Layout detail:
Region (24, 66) to (54, 96) um. Cells in grey, sequential cells in the stronger grey; small squares are vias.
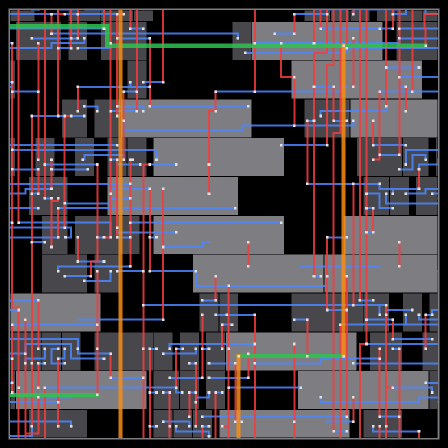
Signal wires by layer:
(3 px per um) Two of the layers only.
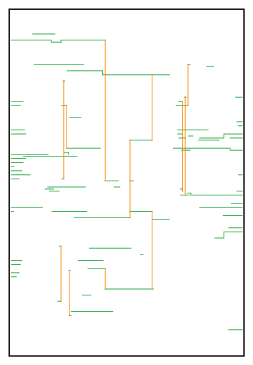
Gate-type map:
(4 px per um)
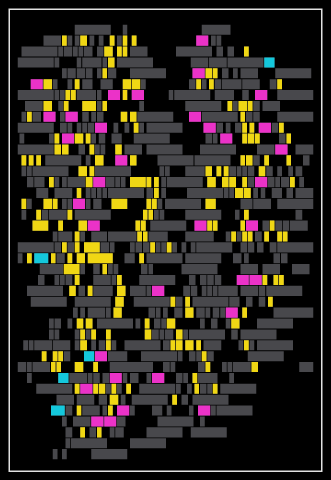
M1 wires:
(3 px per um) Supply wires on this layer in grey.
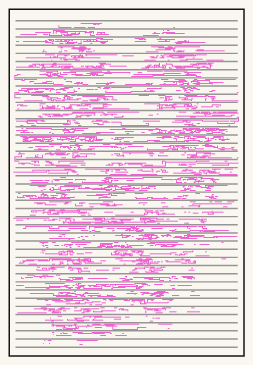
`src/rtl/stepper_pkg.sv`:
```
// Shared types and helpers for the unipolar stepper drive.
// Latency: n/a (package only).
// Backpressure: n/a (package only).
//
// Contents:
//   state_t      - drive controller states (IDLE, RUN, MOVE)
//   PHASE_TABLE  - 8-entry coil pattern table, index 0..7
//   next_index() - next phase index for full/half-step, forward/reverse
package stepper_pkg;

  typedef enum logic [1:0] {
    IDLE = 2'd0,
    RUN  = 2'd1,
    MOVE = 2'd2
  } state_t;

  // Element [0] is the rightmost entry of the concatenation.
  // Even indices are single-coil states, odd indices are two-coil states.
  localparam logic [7:0][3:0] PHASE_TABLE = {
    4'b1001,  // 7
    4'b0001,  // 6
    4'b0011,  // 5
    4'b0010,  // 4
    4'b0110,  // 3
    4'b0100,  // 2
    4'b1100,  // 1
    4'b1000   // 0
  };

  // Half-step walks every entry. Full-step only lands on the odd
  // (two-coil) entries: from an even index it moves a single slot to reach
  // the nearest odd one in the travel direction, otherwise it skips by two.
  // The 3-bit arithmetic provides the mod-8 wrap.
  function automatic logic [2:0] next_index(input logic [2:0] idx,
                                            input logic       half,
                                            input logic       rev);
    logic [2:0] stride;
    stride = (half || !idx[0]) ? 3'd1 : 3'd2;
    return rev ? (idx - stride) : (idx + stride);
  endfunction

endpackage

```
`src/rtl/tick_prescaler.sv`:
```
// Divides clk down to a one-cycle tick every PRESCALE cycles.
// Latency: first tick PRESCALE cycles after clear drops; tick is combinational from the count.
// Backpressure: none; clear holds the count at zero and suppresses tick.
//
// Ports:
//   clk, reset_n - clock, asynchronous active-low reset
//   clear        - synchronous clear, held high while the consumer is idle
//   tick         - one-cycle pulse, high on the last cycle of each period
module tick_prescaler #(
  parameter int PRESCALE = 50000
) (
  input  logic clk,
  input  logic reset_n,
  input  logic clear,
  output logic tick
);

  localparam int CNT_W = (PRESCALE > 1) ? $clog2(PRESCALE) : 1;
  localparam logic [CNT_W-1:0] LAST = CNT_W'(PRESCALE - 1);

  logic [CNT_W-1:0] cnt;

  assign tick = !clear && (cnt == LAST);

  always_ff @(posedge clk or negedge reset_n) begin
    if (!reset_n) begin
      cnt <= '0;
    end else if (clear || (cnt == LAST)) begin
      cnt <= '0;
    end else begin
      cnt <= cnt + CNT_W'(1);
    end
  end

endmodule

```
`src/rtl/stepper_drive_ctrl.sv`:
```
// Unipolar stepper drive: timed phase advance, counted moves, position count.
// Latency: first step one full interval after entering RUN/MOVE; outputs registered.
// Backpressure: none; move_start is ignored while busy or with motor_en low.
//
// Ports:
//   clk, reset_n    - clock, asynchronous active-low reset
//   motor_en        - 0 forces coils off and the controller idle
//   reverse         - 1 steps the phase index downward
//   half_step       - 1 selects 8-state half-step, 0 two-coil full step
//   continuous      - free-run request when no counted move is active
//   motor_interval  - ticks per step (0 behaves as 1), sampled live
//   move_start      - one-cycle pulse starting a counted move of move_steps
//   busy / done     - counted move in progress / one-cycle completion pulse
//   step_pulse      - one-cycle pulse on every phase advance
//   position        - two's-complement step count, wraps
//   step_drv        - registered coil pattern
module stepper_drive_ctrl
  import stepper_pkg::*;
#(
  parameter int INTERVAL_W = 8,
  parameter int PRESCALE   = 50000,
  parameter int COUNT_W    = 16
) (
  input  logic                  clk,
  input  logic                  reset_n,
  input  logic                  motor_en,
  input  logic                  reverse,
  input  logic                  half_step,
  input  logic                  continuous,
  input  logic [INTERVAL_W-1:0] motor_interval,
  input  logic                  move_start,
  input  logic [COUNT_W-1:0]    move_steps,
  output logic                  busy,
  output logic                  done,
  output logic                  step_pulse,
  output logic [COUNT_W-1:0]    position,
  output logic [3:0]            step_drv
);

  state_t                state;
  logic [2:0]            phase_idx;
  logic [2:0]            next_idx;
  logic [COUNT_W-1:0]    remaining;
  logic [INTERVAL_W-1:0] ival_cnt;
  logic [INTERVAL_W-1:0] interval_eff;
  logic [INTERVAL_W:0]   ival_next;

  logic running;
  logic tick;
  logic adv;
  logic go_move;
  logic go_run;
  logic go_idle;
  logic zero_move;
  logic move_fin;
  logic state_entry;
  logic pre_clear;

  // ---------------------------------------------------------------------
  // Transition conditions. Kept as named terms because the same decision
  // both steers the FSM and restarts the step timing on state entry.
  // ---------------------------------------------------------------------
  assign running = (state != IDLE);

  // A move may start from IDLE or RUN; a zero-length move only pulses done.
  assign go_move   = move_start && motor_en && (state != MOVE) && (move_steps != '0);
  assign zero_move = move_start && motor_en && (state != MOVE) && (move_steps == '0);

  // The last advance has already brought remaining to zero; finish now.
  assign move_fin  = (state == MOVE) && motor_en && (remaining == '0);

  assign go_run = ((state == IDLE) && continuous && motor_en && !move_start) ||
                  (move_fin && continuous);

  // In RUN a pending move_start outranks the continuous=0 exit.
  assign go_idle = ((state == RUN)  && (!motor_en || (!continuous && !move_start))) ||
                   ((state == MOVE) && (!motor_en || (move_fin && !continuous)));

  assign state_entry = go_move || go_run || go_idle;
  assign pre_clear   = state_entry || !running;

  // ---------------------------------------------------------------------
  // Step timing: prescaler ticks feed the interval counter.
  // ---------------------------------------------------------------------
  tick_prescaler #(
    .PRESCALE (PRESCALE)
  ) u_prescaler (
    .clk     (clk),
    .reset_n (reset_n),
    .clear   (pre_clear),
    .tick    (tick)
  );

  assign interval_eff = (motor_interval == '0) ? INTERVAL_W'(1) : motor_interval;
  assign ival_next    = {1'b0, ival_cnt} + (INTERVAL_W + 1)'(1);

  // >= rather than == so that a live reduction of motor_interval below the
  // current count steps on the next tick instead of waiting for a wrap.
  // A finished move (remaining==0) must not take an extra step.
  assign adv = running && motor_en && tick &&
               (ival_next >= {1'b0, interval_eff}) &&
               !((state == MOVE) && (remaining == '0));

  assign next_idx = next_index(phase_idx, half_step, reverse);

  // ---------------------------------------------------------------------
  // Controller FSM with registered busy/done.
  // ---------------------------------------------------------------------
  always_ff @(posedge clk or negedge reset_n) begin
    if (!reset_n) begin
      state     <= IDLE;
      remaining <= '0;
      busy      <= 1'b0;
      done      <= 1'b0;
    end else begin
      done <= 1'b0;
      if (go_move) begin
        state     <= MOVE;
        remaining <= move_steps;
        busy      <= 1'b1;
      end else if (go_run) begin
        state <= RUN;
        busy  <= 1'b0;
        done  <= move_fin;
      end else if (go_idle) begin
        // An abort (motor_en low) leaves move_fin low, so no done pulse.
        state <= IDLE;
        busy  <= 1'b0;
        done  <= move_fin;
      end else begin
        if (zero_move) begin
          done <= 1'b1;
        end
        if (adv && (state == MOVE)) begin
          remaining <= remaining - COUNT_W'(1);
        end
      end
    end
  end

  // ---------------------------------------------------------------------
  // Phase, position and coil drive. step_drv shows the new pattern in the
  // same cycle step_pulse is high; with motor_en low the coils are off but
  // phase_idx is kept so re-enabling restores the holding pattern.
  // ---------------------------------------------------------------------
  always_ff @(posedge clk or negedge reset_n) begin
    if (!reset_n) begin
      phase_idx  <= 3'd0;
      position   <= '0;
      step_pulse <= 1'b0;
      step_drv   <= 4'b0000;
      ival_cnt   <= '0;
    end else begin
      step_pulse <= adv;

      if (adv) begin
        phase_idx <= next_idx;
        position  <= reverse ? (position - COUNT_W'(1)) : (position + COUNT_W'(1));
      end

      if (!motor_en) begin
        step_drv <= 4'b0000;
      end else begin
        step_drv <= PHASE_TABLE[adv ? next_idx : phase_idx];
      end

      if (pre_clear || adv) begin
        ival_cnt <= '0;
      end else if (tick) begin
        ival_cnt <= ival_cnt + INTERVAL_W'(1);
      end
    end
  end

endmodule

```
`config.mk`:
```
export PLATFORM = sky130hd
export DESIGN_NAME = stepper_drive_ctrl
export DESIGN_NICKNAME = d
export VERILOG_FILES = /design/src/rtl/stepper_pkg.sv /design/src/rtl/tick_prescaler.sv /design/src/rtl/stepper_drive_ctrl.sv
export SDC_FILE = /design/constraint.sdc
export NUM_CORES = 1
export LEC_CHECK = 0
export ABC_AREA = 1
export CORE_ASPECT_RATIO = 1.5
export CORE_MARGIN = 1.5
export CORE_UTILIZATION = 55
export CTS_BUF_LIST = sky130_fd_sc_hd__clkbuf_4 sky130_fd_sc_hd__clkbuf_8
export CTS_CLUSTER_SIZE = 16
export DETAILED_ROUTE_END_ITERATION = 10
export DONT_BUFFER_PORTS = 1
export MAX_ROUTING_LAYER = met4
export PLACE_DENSITY = 0.78
export SLEW_MARGIN = 10
export SYNTH_ARGS = -nofsm -noshare
export SYNTH_HDL_FRONTEND = slang
export SYNTH_SLANG_ARGS = --single-unit
export TNS_END_PERCENT = 100
```
`constraint.sdc`:
```
create_clock -name clk -period 3.85 [get_ports clk]
set_clock_uncertainty 0.2 [all_clocks]
set_input_delay 0.5775 -clock clk [delete_from_list [all_inputs] [get_ports clk]]
set_output_delay 0.5775 -clock clk [all_outputs]
set_load 0.02 [all_outputs]
```
==> Slide: Implementation Results <==
Key Metrics from the Run

Final layout
  • Non-clock buffer count: 2
  • Most frequent logic cell in the layout: nand2_1
  • Number of logic gates: 443
  • Final instance area: 0.00492 mm^2
  • Filler cells: 709
  • ClkCell Share: 4.02%
  • ANT cells: 0
  • Layout cell share with drive strength beyond 1: 9.82%
  • Non-clk invs: 83
  • Clock buffers: 11
  • Area Growth Syn to Fin: 6.84%
  • Leading cell kind: multi-input combinational cells

Critical path
  • Crit start category: flop
  • CP max stage delay: 420 ps
  • CP Max Fanout: 16
  • Worst path bufs/invs: 2
  • CP cell instances: ha_1, nand2_1, nor3_1, xor2_1, ha_1, nand2_1, inv_1, nand3_1, inv_1, nand3_1, nand3_1, nand2_2, nor2_8, nand2_4, nand2_4, o211ai_1, o21ai_1
  • CP Depth: 17
  • Reg2Reg Depth: 17
  • Reg-to-reg startpoint: ival_cnt[0]
  • Worst R2R Setup Slack: 620 ps

Power and ir drop
  • Net Sw Frac: 38.5%
  • Final Power: 2.23 mW
  • Internal power: 1.37 mW
  • Part of the power in registers: 41.5%
  • Combinational group share of total power: 31.6%
  • LEAKAGE: 2.40 nW
  • Psw: 859 uW
  • Worst IR drop on VDD: 377 uV
  • Clock Power Share: 26.9%

Global route
  • Global route overflow: 0
  • Number of global-route vias before repair: 3982
  • Initial antenna violation count: 0

Timing
  • Final setup violation count: 0
  • Setup TNS: 0 ps
  • Final hold violations: 0
  • Min Hold Slack: 126 ps
  • Min cycle time layout: 3230 ps
  • Final Cycle Share: 84.0%
  • Slew HR: 56.0%
  • Worst-Margin Slew: 653 ps

Synthesis
  • Post-Syn Instances: 601
  • Seq cells post-synth: 67
  • Synth top cells by count: nand2_1, nor2_1, inv_1, dfrtp_1, a21oi_1
  • Yosys Instances: 601
  • Post-Syn Nets: 660
  • Post-synth cell types: 45
  • Syn Area/Cell: 7.67 um^2
  • Main synth FF type: dfrtp_1
  • Max-area cell share: 36.4%
  • Register area share after synthesis: 36.4%
  • Mapped cell area: 0.00461 mm^2

Floorplan
  • FP Util: 57.2%
  • Vert. Die Dim: 115 um
  • Die W: 77.7 um
  • Tap cells: 105
  • Die ar.: 0.00895 mm^2

Place
  • Final RePlAce weighted congestion: 1.02
  • DP Area: 0.00469 mm^2
  • Hpwl dp: 7550 um

Outcome
  • Run status: complete, no violations

Clock tree
  • CTS sink count: 67
  • Clock Tree Buf Depth: 2
  • H-Tree Level Count: 3
  • Cts bufs inserted: 9

Drt
  • Drt pass-1 iters: 5
Back to the opening pictures, 'layout detail':
legend:
  green:
    layer: met3
  orange:
    layer: met4
  red:
    layer: met2
  blue:
    layer: met1
netlist names of flops here include: `position` (5), `remaining` (5), `step_drv` (4)
most frequent: dfrtp_1 (15), nor2_1 (9), nand2_1 (8)
sequential cells in the window: 15
cells with their middle in the window: 59

Back to the opening pictures, 'signal wires by layer':
legend:
  orange:
    layer: met4
    wire_length: 284 um
  green:
    layer: met3
    wire_length: 491 um
DR WL/cell: 14.3 um
Total GRT Usage: 25.1%
via count: 3956
DRT Wirelength: 10200 um

Back to the opening pictures, 'gate-type map':
legend:
  cyan:
    family: AND-OR and OR-AND gates
    cells: 5
    most_used: a21o_1
  magenta:
    family: XOR/XNOR gates
    cells: 34
    most_used: xor2_1
  yellow:
    family: NAND gates
    cells: 177
    most_used: nand2_1
    where: widely spread
fin cells: 716
fraction of area in multi-input gates: 52.2%

Back to the opening pictures, 'M1 wires':
share of all routed wire: 41%
main direction: horizontal
met1 Use GR: 27.3%

==> state kept, by name, indices dropped and copies added, names as in the netlist <==
register         cells
state                1
remaining           16
busy                 1
step_drv             4
u_prescaler.cnt     16
ival_cnt             8
position            16
phase_idx            3
step_pulse           1
done                 1
==> power groups by stage <==
stage	registers [mW]	clock network, mW	logic (mW)
after floorplan	0.916	0	0.583
after global placement	0.935	0	0.667
after detailed placement	0.936	0	0.686
after CTS	0.925	0.607	0.705
after global routing	0.941	0.628	0.801
final	0.926	0.600	0.705
==> stage by stage <==
stage / setup WS (ps) / std cells / util (%)
2_1_floorplan: 1120 / 601 / -
3_3_place_gp: 872 / 698 / 58.2
3_5_place_dp: 726 / 698 / 58.2
4_1_cts: 640 / 716 / 61.1
5_1_grt: 344 / 716 / 61.1
6_report: 615 / 716 / 61.1
==> layer usage <==
metal	vias up	wire length [um]	track usage, %
met4	0	283	11.5
met3	29	491	4.37
li1	1981	-	-
met5	-	0	-
met1	1840	4180	27.3
met2	106	5290	44.1
==> how the worst min path moves through the flow <==
| stage | from | to | slack (ps) | cells past startpoint |
|---|---|---|---|---|
| finish | motor_en | step_drv[3] | 130 | 2 |
| global route | motor_en | step_drv[3] | 150 | 2 |
| CTS | motor_en | step_drv[3] | 120 | 2 |
| detailed placement | reset_n | u_prescaler.cnt[0] | 90 | 0 |
| global placement | reset_n | u_prescaler.cnt[8] | 90 | 0 |
| floorplan | reset_n | busy | 80 | 0 |
==> kinds of logic after synthesis <==
logic type / count (synthesis) / share of synthesized area [%]
buffers and inverters: 91 / 7.87
xor gates and xnor gates: 34 / 6.46
AOI/OAI and AO/OA: 95 / 12.2
DFF: 67 / 36.4
adders and majority gates: 28 / 7.93
and+or+nand+nor: 286 / 29.1
No activity file was given, so power comes from the tool's default toggle rates.
